[config.mk]
export PLATFORM = sky130hd
export DESIGN_NAME = regfile_mp
export DESIGN_NICKNAME = d
export VERILOG_FILES = /design/src/rtl/regfile_mp.sv
export SDC_FILE = /design/constraint.sdc
export NUM_CORES = 2
export LEC_CHECK = 0
export CAP_MARGIN = 10
export CORE_ASPECT_RATIO = 1.4
export CORE_UTILIZATION = 55
export CTS_CLUSTER_SIZE = 12
export DETAILED_ROUTE_END_ITERATION = 7
export PLACE_DENSITY_LB_ADDON = 0.05
export SYNTH_ARGS = -nofsm -noshare
export SYNTH_HDL_FRONTEND = slang
export SYNTH_SLANG_ARGS = --single-unit
export TNS_END_PERCENT = 20
[constraint.sdc]
create_clock -name clk -period 11.9 [get_ports clk]
set_input_delay 1.785 -clock clk [delete_from_list [all_inputs] [get_ports clk]]
set_output_delay 1.785 -clock clk [all_outputs]
set_load 0.02 [all_outputs]
[src/rtl/regfile_mp.sv]
// -----------------------------------------------------------------------------
// regfile_mp
//   Multi-port register file with write-to-read bypass and a per-register busy
//   scoreboard used for hazard detection in the pipelined datapath.
//
//   Parameters
//     DATA_W   register width
//     ADDR_W   address width, DEPTH = 2**ADDR_W
//     NRD      number of combinational read ports (1..4)
//     ZERO_REG 1: register 0 reads 0, ignores writes, never goes busy
//
//   Ports
//     clk, rst       clock; synchronous active-high reset
//     ra / rd        packed read addresses / read data, port k in slice k
//     rd_busy        busy bit of the register addressed by each read port
//     we0/wa0/wd0    write port 0 (ALU writeback)
//     we1/wa1/wd1    write port 1 (load writeback, wins over port 0)
//     res_en/res_a   reserve a register at instruction issue
//     wr_conflict    one-cycle pulse: both ports wrote one register last cycle
//     busy_cnt       number of busy registers
// -----------------------------------------------------------------------------
module regfile_mp #(
  parameter int DATA_W   = 32,
  parameter int ADDR_W   = 5,
  parameter int NRD      = 2,
  parameter int ZERO_REG = 1
) (
  input  logic                  clk,
  input  logic                  rst,
  input  logic [NRD*ADDR_W-1:0] ra,
  output logic [NRD*DATA_W-1:0] rd,
  output logic [NRD-1:0]        rd_busy,
  input  logic                  we0,
  input  logic [ADDR_W-1:0]     wa0,
  input  logic [DATA_W-1:0]     wd0,
  input  logic                  we1,
  input  logic [ADDR_W-1:0]     wa1,
  input  logic [DATA_W-1:0]     wd1,
  input  logic                  res_en,
  input  logic [ADDR_W-1:0]     res_a,
  output logic                  wr_conflict,
  output logic [ADDR_W:0]       busy_cnt
);

  localparam int DEPTH = 1 << ADDR_W;

  logic [DATA_W-1:0] mem [DEPTH];
  logic [DEPTH-1:0]  busy;
  logic [DEPTH-1:0]  busy_nxt;
  logic [ADDR_W:0]   cnt_nxt;
  logic              w0_ok;
  logic              w1_ok;

  function automatic logic is_prot(input logic [ADDR_W-1:0] a);
    return (ZERO_REG != 0) && (a == '0);
  endfunction

  // Writes to the protected register are dropped before they reach any state.
  assign w0_ok = we0 && !is_prot(wa0);
  assign w1_ok = we1 && !is_prot(wa1);

  // Scoreboard next state: writes clear, then a reservation sets, so a
  // reserve and write to the same register in one cycle leaves it busy.
  // NOTE: every variable written here gets a default first; otherwise paths
  // that skip an assignment would infer a latch.
  always_comb begin
    busy_nxt = busy;
    if (w0_ok) busy_nxt[wa0] = 1'b0;
    if (w1_ok) busy_nxt[wa1] = 1'b0;
    if (res_en && !is_prot(res_a)) busy_nxt[res_a] = 1'b1;
  end

  // Population count of the next busy vector, so busy_cnt tracks busy exactly.
  // NOTE: blocking assignments are correct in combinational logic; the running
  // sum must see its own update on each loop iteration.
  always_comb begin
    cnt_nxt = '0;
    for (int i = 0; i < DEPTH; i++)
      cnt_nxt = cnt_nxt + {{ADDR_W{1'b0}}, busy_nxt[i]};
  end

  // NOTE: the register array is reset explicitly because reset must leave every
  // register reading zero; a memory macro without reset could not be used here.
  always_ff @(posedge clk) begin
    if (rst) begin
      for (int i = 0; i < DEPTH; i++) mem[i] <= '0;
      busy        <= '0;
      busy_cnt    <= '0;
      wr_conflict <= 1'b0;
    end else begin
      if (w0_ok) mem[wa0] <= wd0;
      // Port 1 is scheduled last so it overrides port 0 on an address match.
      if (w1_ok) mem[wa1] <= wd1;
      busy        <= busy_nxt;
      busy_cnt    <= cnt_nxt;
      wr_conflict <= w0_ok && w1_ok && (wa0 == wa1);
    end
  end

  // Read ports: protected register, then port 1 bypass, then port 0 bypass,
  // then the array. Bypass is suppressed during reset since no write commits.
  always_comb begin
    rd      = '0;
    rd_busy = '0;
    for (int k = 0; k < NRD; k++) begin
      if (is_prot(ra[k*ADDR_W +: ADDR_W]))
        rd[k*DATA_W +: DATA_W] = '0;
      else if (!rst && we1 && (wa1 == ra[k*ADDR_W +: ADDR_W]))
        rd[k*DATA_W +: DATA_W] = wd1;
      else if (!rst && we0 && (wa0 == ra[k*ADDR_W +: ADDR_W]))
        rd[k*DATA_W +: DATA_W] = wd0;
      else
        rd[k*DATA_W +: DATA_W] = mem[ra[k*ADDR_W +: ADDR_W]];
      // Registered state only; same-cycle clears are handled by forwarding.
      rd_busy[k] = busy[ra[k*ADDR_W +: ADDR_W]];
    end
  end

endmodule
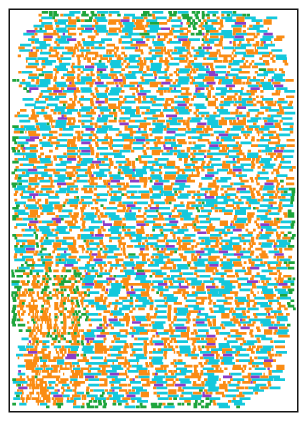
(cells colored by class)
Drawn at 1 px/um.
green -> other buffers and delay cells  # cells 397, share of their area 5.2%
cyan -> flops  # cells 1063, share of their area 47%
purple -> clock drivers and dummy loads  # cells 192, share of their area 5.0%
orange -> combinational and other logic  # cells 2699, share of their area 43%
post-route design area: 0.0687 mm2
Core Region: 0.113 mm2
FP Rows: 146

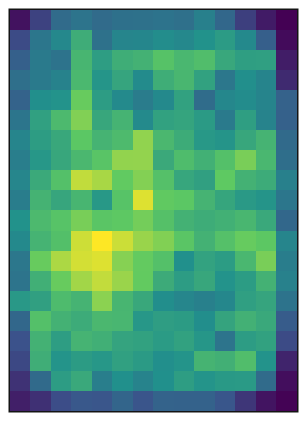
(wire density map)
Drawn at 1 px/um. 14 x 20 tiles, from dark purple (low) to yellow (high), scaled to the fullest tile. Values are wire area over tile area, all layers added.
nearly empty tiles = 0.70%
densest ninth of the die = center
fullest tile = 0.80
post-DR wirelength/cell: 46.2 um
Vias: 49200
GRT Overall Usage: 0.467

==> job_summary.md <==
### Yosys + OpenROAD results

| Metric | Value |
|---|---|
| Combinational fraction of the cell area | 0.413 |
| Non-CTS inverters | 24 |
| Yosys warns | 0 |
| Worst-Margin Slew | between 1 and 1.5 ns |
| Tap cells | approximately 1500 |
| Worst slack, placed | roughly 3.5 ns |
| Status | finished, final reports clean |
| Inserted Clock Buffers | between 100 and 150 |
| HPWL Detailed | roughly 140000 um |
| Comb power | roughly 0.0014 W |
| Worst clock skew | around 0.0088 ns |
| Pwr Total | around 0.009 W |
| Most numerous logic cell after layout | a22o_1 |
| Die area | 0.115 mm2 |
| Total grt overflow | 0 |
| Non-clk bufs | 397 |
| Max_slew headroom | 0.0831 |
| Simple share | 0.0290 |
| Worst setup SP type | primary input |
| Comb pwr share | 0.154 |
| WHS | roughly 0.55 ns |
| Biggest regs | mem x1024, busy x32, busy_cnt x6 |
| Post-layout min period | between 8 and 9 ns |
| Yosys stat cell total | 4448 |
| DIE HEIGHT | about 400 um |
| Comb area leader | AND-OR/OR-AND gates |
| Post-synth seq share | 0.504 |
| Pin count of the biggest net entering global routing | around 120 |
| Ys flop type | edfxtp_1 |
| RSZ-0062 raised after global routing | no |
| Syn avg cell area | 14.1 um2 |
| # clk buffers | around 150 |
| Crit. Startpoint | ra[2] |
| Hold Crit Depth | 1 |
| Tool warning count | 35 |
| Clk tree area frac | 0.0482 |
No activity file was given, so power comes from the tool's default toggle rates.
